## src/rtl/bcd_counter_pkg.sv

```systemverilog
// Shared BCD digit type, digit limits and validity helper for the N-digit BCD counter.
package bcd_counter_pkg;

  typedef logic [3:0] bcd_digit_t;

  localparam bcd_digit_t BCD_MAX = 4'd9;
  localparam bcd_digit_t BCD_MIN = 4'd0;

  function automatic logic is_bcd(input bcd_digit_t d);
    return (d <= BCD_MAX);
  endfunction

endpackage

```

## src/rtl/bcd_digit.sv

```systemverilog
// One BCD digit register with parallel load and carry/borrow chaining.
// cout is combinational so a whole digit chain ripples within one cycle.
module bcd_digit
  import bcd_counter_pkg::*;
(
  input  logic       clk,
  input  logic       reset,
  input  logic       en,
  input  logic       up,
  input  logic       load,
  input  bcd_digit_t ld_digit,
  input  logic       cin,
  output bcd_digit_t digit,
  output logic       cout
);

  assign cout = cin & (up ? (digit == BCD_MAX) : (digit == BCD_MIN));

  // Step by one in the selected direction, wrapping within 0..9.
  always_ff @(posedge clk or posedge reset) begin
    if (reset) begin
      digit <= BCD_MIN;
    end else if (load) begin
      digit <= ld_digit;
    end else if (en && cin) begin
      if (up) digit <= (digit == BCD_MAX) ? BCD_MIN : digit + 4'd1;
      else    digit <= (digit == BCD_MIN) ? BCD_MAX : digit - 4'd1;
    end
  end

endmodule

```

## src/rtl/bcd_updown_counter_n.sv

```systemverilog
// N-digit BCD up/down counter with enable, validated parallel load and terminal-count pulse.
// Define BCD_COUNTER_SATURATE_EN to hold at the limit instead of wrapping.
module bcd_updown_counter_n
  import bcd_counter_pkg::*;
#(
  parameter int unsigned DIGITS = 2
) (
  input  logic                  clk_1Hz,
  input  logic                  reset,
  input  logic                  en,
  input  logic                  updown,
  input  logic                  load,
  input  logic [4*DIGITS-1:0]   load_val,
  output logic [4*DIGITS-1:0]   count,
  output logic                  tc,
  output logic                  load_err
);

  localparam int unsigned CW = 4 * DIGITS;

  logic          load_ok_c;
  logic          limit_c;
  logic          step_ok_c;
  logic [DIGITS:0] carry;

  // A load is accepted only if every nibble is a legal BCD digit.
  always_comb begin
    load_ok_c = 1'b1;
    for (int unsigned i = 0; i < DIGITS; i++) begin
      if (!is_bcd(load_val[4*i +: 4])) load_ok_c = 1'b0;
    end
  end

  // Carry out of the top digit is exactly the limit event.
  assign carry[0] = en & ~load;
  assign limit_c  = carry[DIGITS];

`ifdef BCD_COUNTER_SATURATE_EN
  assign step_ok_c = ~limit_c;
`else
  assign step_ok_c = 1'b1;
`endif

  for (genvar g = 0; g < DIGITS; g++) begin : g_digit
    bcd_digit u_digit (
      .clk      (clk_1Hz),
      .reset    (reset),
      .en       (step_ok_c),
      .up       (updown),
      .load     (load & load_ok_c),
      .ld_digit (load_val[4*g +: 4]),
      .cin      (carry[g]),
      .digit    (count[4*g +: 4]),
      .cout     (carry[g+1])
    );
  end

  always_ff @(posedge clk_1Hz or posedge reset) begin
    if (reset) begin
      tc       <= 1'b0;
      load_err <= 1'b0;
    end else begin
      tc       <= limit_c;
      load_err <= load & ~load_ok_c;
    end
  end

  logic unused_cw;
  assign unused_cw = ^CW'(0);

endmodule
```

## config.mk

```make
export PLATFORM = sky130hd
export DESIGN_NAME = bcd_updown_counter_n
export DESIGN_NICKNAME = d
export VERILOG_FILES = /design/src/rtl/bcd_counter_pkg.sv /design/src/rtl/bcd_digit.sv /design/src/rtl/bcd_updown_counter_n.sv
export SDC_FILE = /design/constraint.sdc
export NUM_CORES = 1
export LEC_CHECK = 0
export CORE_ASPECT_RATIO = 0.75
export CORE_MARGIN = 4
export CORE_UTILIZATION = 40
export DETAILED_ROUTE_END_ITERATION = 12
export PLACE_DENSITY = 0.71
export SLEW_MARGIN = 40
export SYNTH_ARGS = -nofsm -noshare
export SYNTH_HDL_FRONTEND = slang
export SYNTH_SLANG_ARGS = --single-unit
```

## constraint.sdc

```tcl
create_clock -name clk_1Hz -period 1.6 [get_ports clk_1Hz]
set_clock_uncertainty 0.2 [all_clocks]
set_input_delay 0.24 -clock clk_1Hz [delete_from_list [all_inputs] [get_ports clk_1Hz]]
set_output_delay 0.24 -clock clk_1Hz [all_outputs]
set_load 0.01 [all_outputs]
```

clock_wires.png
Drawn at 4 px/um.
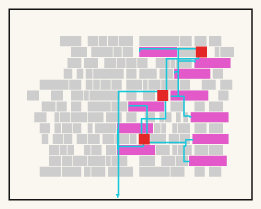
[cyan] clock wires | length: 165 um
[red] clock-net drivers | count: 3
[magenta] flip-flops | count: 10
routed clock nets: 4

floorplan.png
Drawn at 6 px/um. Pins as bars on the die edge.
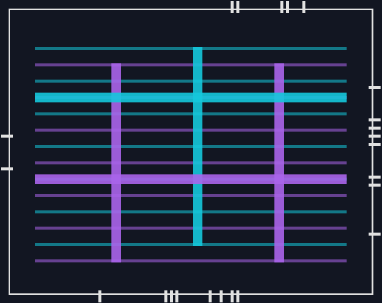
| color | net |
|---|---|
| purple | VSS |
| cyan | VDD |
rows: 13
met1 rails: 14
signal pins: 23
width of the die: 60.3 um
Die H: 47.2 um
peak supply drop: 688 uV
CORE AREA: 0.00184 sq mm

gates.png
Drawn at 4 px/um.
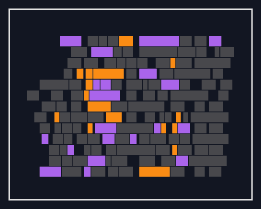
| color | family | cells |
|---|---|---|
| purple | aoi and oai cells | 20 |
| orange | nor cells | 16 |
logic share of the area: 44.8%
most frequent logic cell in the layout: buf_4

==> ci_impl_report.md <==
### Flow metrics

| Metric | Value |
|---|---|
| Nets | `155` |
| Post-Syn Area | `821 sq um` |
| RePlAce Congestion | `0.845` |
| DP HPWL | `about 1800 um` |
| Longest Clk Path Bufs | `2` |
| Crit path to | `g_digit[1].u_digit.digit[1]` |
| Top cells, area | `dfrtp_1 30%, o21ai_0 4.3%, a221o_1 3.7%, nor2_1 3.7%, and2_1 3.0%` |
| Total gr overflow | `0` |
| Crit path time final | `1.71 ns` |
| Clock tree from TritonCTS | `done` |
| # diodes | `0` |
| Row count | `13` |
| CP Launch Type | `flip-flop` |
| Slew margin rel. | `between 60% and 70%` |
| Setup TNS | `-0.350 ns` |
| Initial antenna violation count | `0` |
| Synth Instances | `94` |
| Area share, top type | `30.5%` |
| Final Worst Setup Slack | `-0.107 ns` |
| Reg2reg path depth | `4` |
| Cell count listed in synth_stat.txt | `94` |
| Peak Freq | `0.586 GHz` |
| Flops after synth | `10` |
| WP buf/inv | `0` |
| Clock root cell | `clkbuf_4` |
| Final Hold Fails | `0` |
| Tot Pwr | `roughly 1.3 mW` |
| CP max FO | `9` |
| Fill count | `119` |
| R2R Path End | `g_digit[1].u_digit.digit[1]` |
| Fp util | `44.7%` |
| Worst Setup SP | `g_digit[1].u_digit.digit[2]` |
| HP Class | `in2async` |
| Reg2reg start | `g_digit[1].u_digit.digit[2]` |
| Final Setup Violations | `5` |
| Reg2reg setup slack | `-0.11 ns` |
| Status | `finished with violations` |
| P&R area growth vs syn | `73.5%` |
| Failing checks | `negative setup slack` |
| Hold_ws | `0.0473 ns` |
| Distinct lib cells | `about 42` |
| Commonest flop | `dfrtp_1` |
| Count of TritonRoute iterations in the first routing pass | `4` |
| Synth top cell by count | `dfrtp_1` |
| Tally of non-filler cells in the final layout | `162` |
| Asr flop ratio synth | `100%` |
| Met2 wire length | `about 1500 um` |
| M1 wire length | `1360 um` |
| Register area | `256 sq um` |
| Least-Margin Pin Slew | `0.474 ns` |
| DRC viols | `0` |
| IO Count | `23` |
| Top cell family by delay on the critical path | `AND-OR/OR-AND gates` |
| I/O Buffers | `22` |
| Worst setup path category | `reg2reg` |
| Syn nets | `107` |
| Chip area | `0.00285 sq mm` |
| Final-report max-slew violation count | `0` |
| Syn avg cell area | `8.73 sq um` |
| Number of global-route vias before repair | `around 940` |
| Metal3 WL | `about 260 um` |
| Critical Path Sink Type | `flip-flop` |
| Commonest cells post-synth | `10 x dfrtp_1, 8 x nor2_1, 7 x o21ai_0` |
| First-pass GRT wire length | `roughly 4700 um` |
| Yosys chip area | `821 sq um` |
| Largest net degree at the start of global routing | `19` |
| Levels on crit path | `4` |
| PD cells | `895 mW/mm^2` |
| Final Core Density | `77.5%` |
| Worst EP arrival | `1.65 ns` |
| Crit path cell chain | `or2_1 > a221oi_2 > a211oi_1 > a221o_1` |
| Design Area, Final | `0.00142 sq mm` |
| Clk latency late pin | `0.27 ns` |
| Period utilization | `107%` |
| OpenROAD warning count | `29` |
| Dpl cell area | `0.00119 sq mm` |
| Number of enable flip-flop cells | `0` |
| Synth Warn # | `0` |
| Post-synth top area cell | `dfrtp_1` |
| Vias per inst | `6.07` |
| Placed Cells | `about 150` |
| RSZ-0062 raised after global routing | `true` |
| WP data required | `around 1.6 ns` |
| CP max-delay cell | `dfrtp_2` |
| Logic area | `638 sq um` |
| DRT iter0 DRCs | `around 90` |
| CTS H-tree lvls | `1` |
| Layout cells sized above 1 | `47.9%` |
| Worst-path clk slew | `0.07 ns` |
| Seq share, synth | `30.5%` |
| Max_cap viols | `0` |
| DRT antenna net count | `0` |
| Top layer in use | `met4` |
| CP peak stage delay | `0.51 ns` |
| Leakage | `between 0.6 and 0.7 nW` |
| Worst slack, placed | `-0.393 ns` |
clock_nets.png
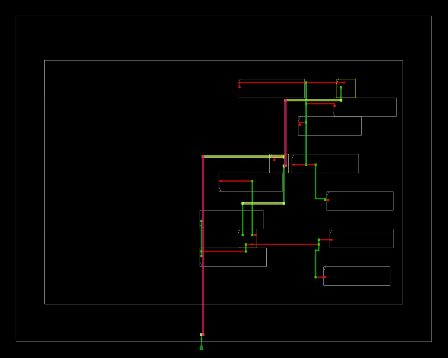
CTS buffer count: 3
Clock Sinks: 10
flip-flops: 10

layers.png
Drawn at 8 px/um.
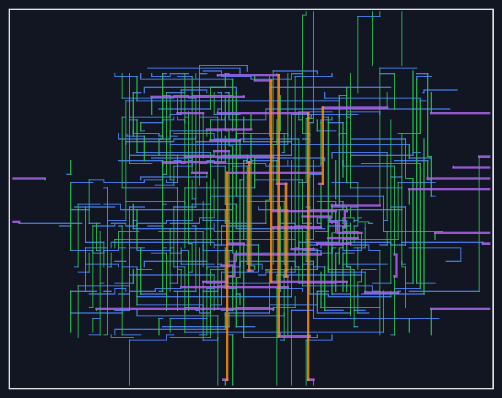
| color | layer | wire length |
|---|---|---|
| blue | M1 | 1360 um |
| green | M2 | 1510 um |
| purple | M3 | 260 um |
| orange | M4 | 152 um |
Total GRT Usage: 23.7%
Routed wire per std cell: 20.2 um
DRT Wirelength: 3280 um
via count: 984

==> cell type report <==
cell class                 instances  area share (%)
multi-input combinational         72            44.8
timing repair buffer              52            32.9
sequential                        10            18.0
tap                               22            1.93
clock buffer                       3            1.58
inverter                           3           0.791
==> placed cells by master, fill, tap and decap left out, types with 2 or more instances in the layout <==
| cell type | netlist | layout |
|---|---|---|
| nor3_1 | 5 | 3 |
| dfrtp_2 | 0 | 5 |
| o221a_2 | 2 | 2 |
| nand2_1 | 2 | 2 |
| a221o_1 | 3 | 3 |
| a221oi_2 | 1 | 3 |
| mux2i_1 | 2 | 2 |
| inv_1 | 3 | 3 |
| dlygate4sd2_1 | 0 | 9 |
| xnor2_1 | 2 | 2 |
| clkbuf_4 | 0 | 3 |
| buf_4 | 1 | 24 |
| and2_4 | 1 | 3 |
| nand3b_1 | 2 | 2 |
| o22ai_2 | 1 | 2 |
| o21ai_1 | 0 | 3 |
| dfrtp_1 | 10 | 5 |
| nor2_1 | 8 | 8 |
| nor4_4 | 0 | 2 |
| nand3_1 | 4 | 4 |
| and2_1 | 4 | 2 |
| clkdlybuf4s50_1 | 0 | 12 |
| o21ai_0 | 7 | 2 |
| o21ai_2 | 1 | 3 |
| and2b_1 | 2 | 2 |
| buf_6 | 2 | 5 |
==> logic make-up after synthesis <==
logic type      count (synthesis)  share of synthesized area, %
flops                          10                          30.5
simple gates                   40                          28.2
xor+xnor                        2                          2.13
compound gates                 28                          28.0
mux                             2                          2.44
buf+inv                        12                          8.69
==> metal layers <==
layer  up-vias  global-route usage, %
met5         -                      0
met4         0                   13.3
met3        14                   3.85
met2        73                   39.9
met1       452                   29.2
li1        445                      -
==> timing repair <==
| item | in CTS | in global routing |
|---|---|---|
| setup buffers | 10 | 1 |
| hold buffers | 0 | 0 |
| gates resized | 27 | 18 |
| pin swaps | 7 | 5 |
| endpoints found under the setup margin | 15 | 9 |
==> power breakdown <==
group / leakage, nW / switching (mW) / total, mW / internal [mW]
Sequential: 0.114 / 0.0782 / 0.377 / 0.299
Combinational: 0.498 / 0.345 / 0.718 / 0.373
Clock: 0.0138 / 0.0913 / 0.178 / 0.0871
==> registers in the layout, summed over array words and instances, names as in the netlist <==
name                   cells
g_digit.u_digit.digit      8
load_err                   1
tc                         1
==> worst min path at each step <==
stage / startpoint / depth (start not counted) / slack (ns) / to
floorplan: reset / 1 / -0.12 / g_digit[0].u_digit.digit[0]
global placement: reset / 2 / 0.35 / g_digit[1].u_digit.digit[3]
detailed placement: reset / 2 / 0.34 / g_digit[1].u_digit.digit[2]
CTS: reset / 2 / 0.06 / g_digit[1].u_digit.digit[3]
global route: reset / 2 / 0.07 / g_digit[1].u_digit.digit[3]
finish: reset / 2 / 0.05 / load_err
==> worst reg2reg max path: stages (launching register included) <==
cell      delay (ns)
dfrtp_2         0.51
or2_1           0.25
a221oi_2        0.22
a211oi_1        0.11
a221o_1         0.29
Power figures rest on the tool's default switching activity, not on a simulated workload.
